==> src/rtl/add_sub_pkg.sv <==
// Shared types and helpers for the digit-serial adder/subtractor.
// Holds the control state encoding and the saturation-value generator.
package add_sub_pkg;

  typedef enum logic [1:0] {
    StIdle,
    StRun,
    StDone
  } state_e;

  // Widest result the saturation helper can build; wider instances are rejected at elaboration.
  localparam int unsigned SatMaxW = 64;

  // Saturation value for an overflowed result of the given width, LSB-aligned.
  function automatic logic [SatMaxW-1:0] sat_value(input logic        signed_op,
                                                   input logic        sub,
                                                   input logic        a_msb,
                                                   input int unsigned width);
    logic [SatMaxW-1:0] v;
    v = '0;
    for (int unsigned i = 0; i < SatMaxW; i++) begin
      if (i < width) begin
        if (signed_op) begin
          v[i] = (i == width - 1) ? a_msb : ~a_msb;
        end else begin
          v[i] = ~sub;
        end
      end
    end
    return v;
  endfunction

endpackage

==> src/rtl/add_sub_digit.sv <==
// DIGIT-bit ripple-carry slice built from full_adder cells.
// Also exposes the carry into its top bit for signed overflow detection.
module add_sub_digit #(
  parameter int unsigned DIGIT = 4
) (
  input  logic [DIGIT-1:0] a_i,
  input  logic [DIGIT-1:0] b_i,
  input  logic             cin_i,
  output logic [DIGIT-1:0] sum_o,
  output logic             cout_o,
  output logic             c_msb_in_o
);

  logic [DIGIT:0] carry;

  assign carry[0] = cin_i;

  for (genvar g = 0; g < DIGIT; g++) begin : g_fa
    full_adder u_fa (
      .a_i  (a_i[g]),
      .b_i  (b_i[g]),
      .ci_i (carry[g]),
      .s_o  (sum_o[g]),
      .co_o (carry[g+1])
    );
  end

  assign cout_o     = carry[DIGIT];
  assign c_msb_in_o = carry[DIGIT-1];

endmodule

==> src/rtl/full_adder.sv <==
// Single-bit full adder cell.
module full_adder (
  input  logic a_i,
  input  logic b_i,
  input  logic ci_i,
  output logic s_o,
  output logic co_o
);

  assign s_o  = a_i ^ b_i ^ ci_i;
  assign co_o = (a_i & b_i) | (ci_i & (a_i ^ b_i));

endmodule

==> src/rtl/add_sub_seq.sv <==
// Multi-cycle add/subtract: one shared DIGIT-bit slice walks the operands LSB first,
// then flags and optional saturation are registered on the final digit edge.
module add_sub_seq
  import add_sub_pkg::*;
#(
  parameter int unsigned WIDTH = 16,
  parameter int unsigned DIGIT = 4
) (
  input  logic             clk_i,
  input  logic             rst_ni,
  input  logic             in_valid_i,
  output logic             in_ready_o,
  input  logic [WIDTH-1:0] a_i,
  input  logic [WIDTH-1:0] b_i,
  input  logic             sub_i,
  input  logic             signed_op_i,
  input  logic             sat_i,
  output logic             out_valid_o,
  input  logic             out_ready_i,
  output logic [WIDTH-1:0] result_o,
  output logic             cout_o,
  output logic             ovf_o,
  output logic             zero_o
);

  localparam int unsigned N    = (DIGIT == 0) ? 1 : WIDTH / DIGIT;
  localparam int unsigned CntW = (N > 1) ? $clog2(N) : 1;
  localparam logic [CntW-1:0] LastCnt = CntW'(N - 1);

  if (DIGIT == 0 || WIDTH == 0 || (WIDTH % DIGIT) != 0 || WIDTH > SatMaxW) begin : g_bad_cfg
    $error("add_sub_seq: WIDTH must be a non-zero multiple of DIGIT and at most SatMaxW");
  end

  state_e            state_q, state_d;
  logic [CntW-1:0]   cnt_q, cnt_d;
  logic [WIDTH-1:0]  a_q, a_d;
  logic [WIDTH-1:0]  b_q, b_d;
  logic [WIDTH-1:0]  raw_q, raw_d;
  logic              carry_q, carry_d;
  logic              sub_q, sub_d;
  logic              signed_q, signed_d;
  logic              sat_q, sat_d;
  logic              a_msb_q, a_msb_d;
  logic [WIDTH-1:0]  result_q, result_d;
  logic              cout_q, cout_d;
  logic              ovf_q, ovf_d;
  logic              zero_q, zero_d;

  logic [DIGIT-1:0]       dig_sum;
  logic                   dig_cout;
  logic                   dig_c_msb;
  logic [WIDTH+DIGIT-1:0] raw_shift;
  logic [WIDTH-1:0]       fin_raw;
  logic                   fin_ovf;
  logic [SatMaxW-1:0]     sat_full;
  logic [WIDTH-1:0]       fin_res;

  // Operands shift right each digit, so the slice always sees the low digit.
  add_sub_digit #(
    .DIGIT (DIGIT)
  ) u_digit (
    .a_i        (a_q[DIGIT-1:0]),
    .b_i        (b_q[DIGIT-1:0]),
    .cin_i      (carry_q),
    .sum_o      (dig_sum),
    .cout_o     (dig_cout),
    .c_msb_in_o (dig_c_msb)
  );

  always_comb begin
    // Raw result fills from the top; after N digits digit 0 sits at bit 0.
    raw_shift = {dig_sum, raw_q};
    fin_raw   = raw_shift[WIDTH+DIGIT-1:DIGIT];
    fin_ovf   = signed_q ? (dig_c_msb ^ dig_cout) : (sub_q ? ~dig_cout : dig_cout);
    sat_full  = sat_value(signed_q, sub_q, a_msb_q, WIDTH);
    fin_res   = (sat_q && fin_ovf) ? sat_full[WIDTH-1:0] : fin_raw;
  end

  always_comb begin
    state_d  = state_q;
    cnt_d    = cnt_q;
    a_d      = a_q;
    b_d      = b_q;
    raw_d    = raw_q;
    carry_d  = carry_q;
    sub_d    = sub_q;
    signed_d = signed_q;
    sat_d    = sat_q;
    a_msb_d  = a_msb_q;
    result_d = result_q;
    cout_d   = cout_q;
    ovf_d    = ovf_q;
    zero_d   = zero_q;

    unique case (state_q)
      StIdle: begin
        if (in_valid_i) begin
          state_d  = StRun;
          a_d      = a_i;
          b_d      = b_i ^ {WIDTH{sub_i}};
          sub_d    = sub_i;
          signed_d = signed_op_i;
          sat_d    = sat_i;
          a_msb_d  = a_i[WIDTH-1];
          carry_d  = sub_i;
          cnt_d    = '0;
        end
      end
      StRun: begin
        a_d     = a_q >> DIGIT;
        b_d     = b_q >> DIGIT;
        raw_d   = fin_raw;
        carry_d = dig_cout;
        if (cnt_q == LastCnt) begin
          state_d  = StDone;
          result_d = fin_res;
          cout_d   = dig_cout;
          ovf_d    = fin_ovf;
          zero_d   = (fin_res == '0);
        end else begin
          cnt_d = cnt_q + CntW'(1);
        end
      end
      StDone: begin
        if (out_ready_i) begin
          state_d = StIdle;
        end
      end
      default: state_d = StIdle;
    endcase
  end

  always_ff @(posedge clk_i) begin
    if (!rst_ni) begin
      state_q  <= StIdle;
      cnt_q    <= '0;
      a_q      <= '0;
      b_q      <= '0;
      raw_q    <= '0;
      carry_q  <= 1'b0;
      sub_q    <= 1'b0;
      signed_q <= 1'b0;
      sat_q    <= 1'b0;
      a_msb_q  <= 1'b0;
      result_q <= '0;
      cout_q   <= 1'b0;
      ovf_q    <= 1'b0;
      zero_q   <= 1'b0;
    end else begin
      state_q  <= state_d;
      cnt_q    <= cnt_d;
      a_q      <= a_d;
      b_q      <= b_d;
      raw_q    <= raw_d;
      carry_q  <= carry_d;
      sub_q    <= sub_d;
      signed_q <= signed_d;
      sat_q    <= sat_d;
      a_msb_q  <= a_msb_d;
      result_q <= result_d;
      cout_q   <= cout_d;
      ovf_q    <= ovf_d;
      zero_q   <= zero_d;
    end
  end

  assign in_ready_o  = (state_q == StIdle);
  assign out_valid_o = (state_q == StDone);
  assign result_o    = result_q;
  assign cout_o      = cout_q;
  assign ovf_o       = ovf_q;
  assign zero_o      = zero_q;

endmodule

==> config.mk <==
export PLATFORM = sky130hd
export DESIGN_NAME = add_sub_seq
export DESIGN_NICKNAME = d
export VERILOG_FILES = /design/src/rtl/add_sub_pkg.sv /design/src/rtl/add_sub_digit.sv /design/src/rtl/full_adder.sv /design/src/rtl/add_sub_seq.sv
export SDC_FILE = /design/constraint.sdc
export NUM_CORES = 1
export LEC_CHECK = 0
export CAP_MARGIN = 20
export CORE_AREA = 3 3 96 98
export DETAILED_ROUTE_END_ITERATION = 12
export DIE_AREA = 0 0 99 101
export DONT_BUFFER_PORTS = 1
export PLACE_DENSITY_LB_ADDON = 0.12
export SLEW_MARGIN = 20
export SYNTH_ARGS = -nofsm -noshare
export SYNTH_HDL_FRONTEND = slang
export SYNTH_SLANG_ARGS = --single-unit
==> constraint.sdc <==
create_clock -name clk_i -period 8.4 [get_ports clk_i]
set_input_delay 1.26 -clock clk_i [delete_from_list [all_inputs] [get_ports clk_i]]
set_output_delay 1.26 -clock clk_i [all_outputs]
set_load 0.1 [all_outputs]
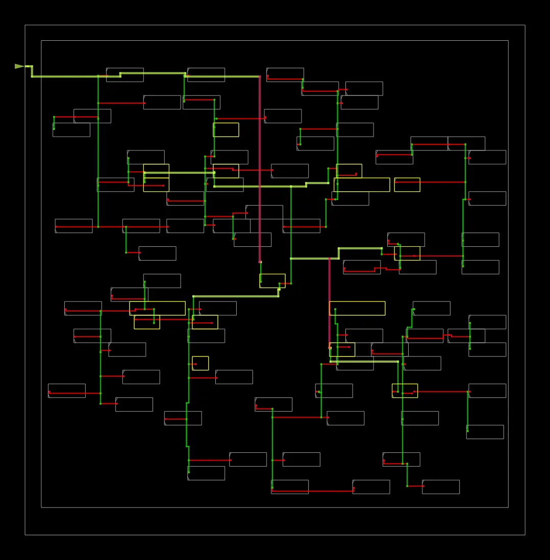
(images/final_clocks.png)
number of buffers created by CTS: 9
count of clock buffers in the final design: 12
Clock Power: 0.000349 W

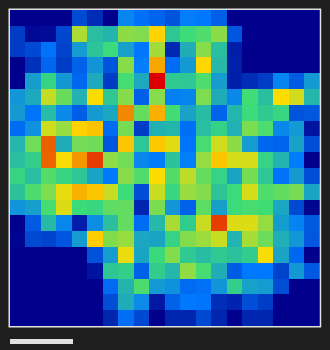
(images/wire_density.png)
Scale bar: 20 µm. 20 x 20 tiles, from dark blue (low) to red (high), scaled to the fullest tile. Values are wire area over tile area, all layers added.
The emptiest ninth of the die: lower left. 26% of the tiles are over half the peak. The fullest tile reaches 0.35. The mean over all tiles is 0.12. The densest ninth of the die: middle left. 18% of the tiles are nearly empty.

==> impl_report.txt <==
==== FLOW RESULTS ====
----------------------------------------------------
[Logic synthesis]
  Mapped Area ........................ 3323 µm²
  Asr flop ratio synth ........................ 0%
  Summed standard-cell area reported by yosys ........................ 3323 µm²
  Mapped Cells ........................ 375
  Nets at Floorplan ........................ 419
  Most used standard cells in the synthesized netlist ........................ 72 x sky130_fd_sc_hd__dfxtp_1, 58 x sky130_fd_sc_hd__nand2_1, 28 x sky130_fd_sc_hd__nor2b_1
  Post-synthesis share of cell area spent on full adders, half adders and majority gates ........................ 2.786%
  Sequential cell area fraction in the yosys report ........................ 43.37%
  XORs/XNORs by Area ........................ 4.480%
  Compound-gate portion of the synthesized area ........................ 19.80%
  Average cell area after synthesis ........................ 8.862 µm²
  Unique cell types ........................ 43
  Leading cell type by number of instances after synthesis ........................ sky130_fd_sc_hd__dfxtp_1
  Largest family of logic cells by area ........................ simple AND/OR/NAND/NOR gates
  Area fraction in and, or, nand and nor cells ........................ 21.95%
  Most common flop cell mapped by yosys ........................ sky130_fd_sc_hd__dfxtp_1
  Mux cell area share after synthesis ........................ 1.205%
  Yosys synthesis warning count ........................ 0
  Synth top area share ........................ 43.37%
  Flip-flop and latch count after synthesis ........................ 72
  Number of cell instances after yosys synthesis ........................ 375

[Power and ir drop]
  Total design power ........................ 0.0008011 W
  Total sequential power ........................ 0.000373 W
  Switching part of the total power ........................ 23.07%
  Combinational logic power ........................ 0.0000799 W
  P_int ........................ 0.0006163 W
  Part of the total power dissipated in combinational logic ........................ 10.0%
  Pwr Density ........................ 223.2 nW/µm²
  Register share of total power ........................ 46.5%
  Maximum vdd ir drop ........................ 0.09509 mV
  Clock network power share ........................ 43.5%
  Power group with the highest consumption ........................ sequential cells
  Switch Pwr ........................ 0.0001848 W

[Worst setup path]
  Worst Setup Start Kind ........................ flip-flop
  Category of cells accounting for the largest share of critical-path delay ........................ adder cells
  Worst setup EP type ........................ flip-flop
  WP data required ........................ 8.68 ns
  Start point of the critical path ........................ b_q[0]
  Reg2reg setup slack ........................ 5.16 ns
  Crit. path cell count ........................ 9
  Critical path destination ........................ result_o[13]
  Top fanout value on the critical path ........................ 15
  Crit Reg-Reg Endpoint ........................ result_o[13]
  Crit Path Class ........................ reg -> reg
  R2r startpoint ........................ b_q[0]
  Critical-path cell list ........................ fa_1 -> inv_1 -> fa_1 -> fa_1 -> fa_1 -> xnor2_1 -> o311ai_4 -> a31oi_1 -> nor2_1
  Length in cells of the worst reg-to-reg path ........................ 9
  CP dominant cell by count ........................ sky130_fd_sc_hd__fa_1
  Max stage delay on crit path ........................ 0.59 ns

[Placed design]
  Total instance count after detailed placement ........................ 454
  Final HPWL DP ........................ 4828 µm
  Pre-CTS worst setup slack ........................ 5.166 ns
  Placed standard-cell area ........................ 3318 µm²
  Final RePlAce weighted congestion ........................ 0.7032
  Number of I/O port buffers ........................ 0

[Detailed routing]
  Per-cell routed wire length ........................ 15.66 µm
  Metal3 WL ........................ 419 µm
  Total routed wirelength ........................ 7360 µm
  Residual DRC count ........................ 0
  Via density per instance ........................ 5.262
  Detailed-routing wirelength on met1 ........................ 3446 µm
  Uppermost signal routing layer after detailed routing ........................ met4
  Met2 layer wire length in the routed design ........................ 3440 µm
  DRC violation total after the first TritonRoute iteration ........................ 115
  First-pass iteration count of the detailed router ........................ 4

[Final layout]
  Sequential portion of the cell area ........................ 40.15%
  Fraction of final layout cells with drive strength greater than 1 ........................ 7.459%
  Post-route core utilization ........................ 41.98%
  Sequential cell count ........................ 72
  Number of standard cells in the layout, taps in and fillers out ........................ 470
  Logic cell area ........................ 1689 µm²
  Filler cells ........................ 871
  Comb gates ........................ 261
  Bufs w/o clock ........................ 3
  Final non-clock buffer share ........................ 0.6274%
  Cell type taking the most area ........................ logic gates
  Area Overhead vs Synth ........................ 8.020%
  Most common logic cells in the final layout ........................ 72 x sky130_fd_sc_hd__dfxtp_1, 58 x sky130_fd_sc_hd__nand2_1, 26 x sky130_fd_sc_hd__nor2b_1
  Most common library cell in the layout ignoring fill and taps ........................ sky130_fd_sc_hd__dfxtp_1
  Fraction of area in clock buffers and inverters ........................ 7.354%
  Fraction of area in multi-input gates ........................ 47.05%
  Sequential cell area in the final layout ........................ 1441 µm²
  Count of non-CTS inverters in the layout ........................ 10
  NumNets Final ........................ 401

[Job]
  Log Warnings ........................ 26
  Reported max-cap violation count ........................ 0

[Die]
  Tapcells inserted ........................ 108
  Die Span X ........................ 99 µm
  Row count ........................ 34
  Initial Utilization ........................ 38.86%
  CORE AREA ........................ 8551 µm²
  Number of ports placed on the die boundary ........................ 60
  Area of the chip ........................ 9999 µm²
  Die H ........................ 101 µm

[Hold path]
  Worst Hold Depth ........................ 2
  Min-delay src ........................ carry_q
  HP Class ........................ reg -> reg
  Worst hold path endpoint ........................ carry_q

[Timing]
  Setup WS post-layout ........................ 5.161 ns
  Remaining max-slew budget at the tightest pin ........................ 26.67%
  Final Slew Violations ........................ 0
  Skew final ........................ 0.007921 ns
  Unrepaired setup endpoints after global routing ........................ false
  Share of the clock period used by the worst path ........................ 38.56%
  Fmax ........................ 308.7 MHz
  Final-layout worst hold slack ........................ 0.4827 ns
  Total negative slack for setup checks ........................ 0 ns
  Total count of hold-check failures in the final report ........................ 0
  Tightest Pin Transition ........................ 1.095 ns
  Final number of setup-violating endpoints ........................ 0

[GRT]
  Total global routing overflow ........................ 0
  First-pass GRT wire length ........................ 12230 µm
  Global-route met3 utilization ........................ 5.606%
  Maximum number of pins on one net before global-route repair ........................ 74
  Global Route met2 Usage ........................ 24.33%
  Antenna violations before repair ........................ 0
  Number of global-route vias before repair ........................ 2317
  Most congested layer reported by global routing ........................ met2
  Global router's overall resource usage ........................ 15.24%

[Clock network]
  Root buffer cell ........................ sky130_fd_sc_hd__clkbuf_8
  Maximum level of the CTS H-tree ........................ 3
  Clock insertion delay at the later pin of the skew report ........................ 0.34 ns
  Setup Buffers After CTS ........................ 0
  CTS Sinks ........................ 72
  Number of buffers inserted by hold repair at cts ........................ 0
  Buffers from clock root to sink, at most ........................ 2
  Clock slew at the register clock pins of the worst setup and hold paths ........................ 0.08 ns

[Run status]
  Outcome ........................ finished clean

----------------------------------------------------
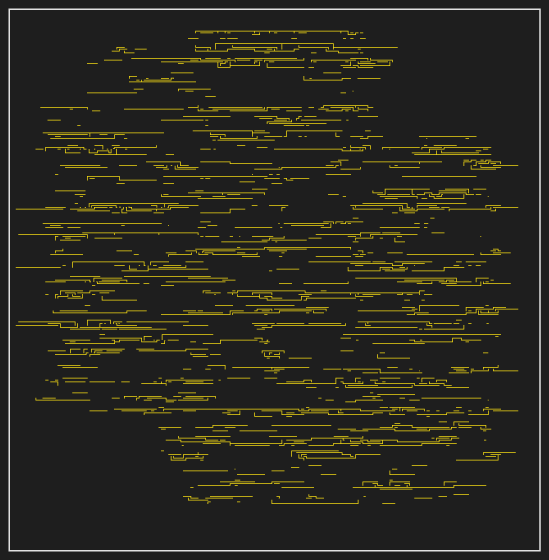
(images/met1.png)
The longest straight run is 29.4 µm. 378 nets have wire on it.
detailed-route via count: 2473
met1 track demand over resource: 19.57%

Power is estimated from default activity; no workload was simulated.
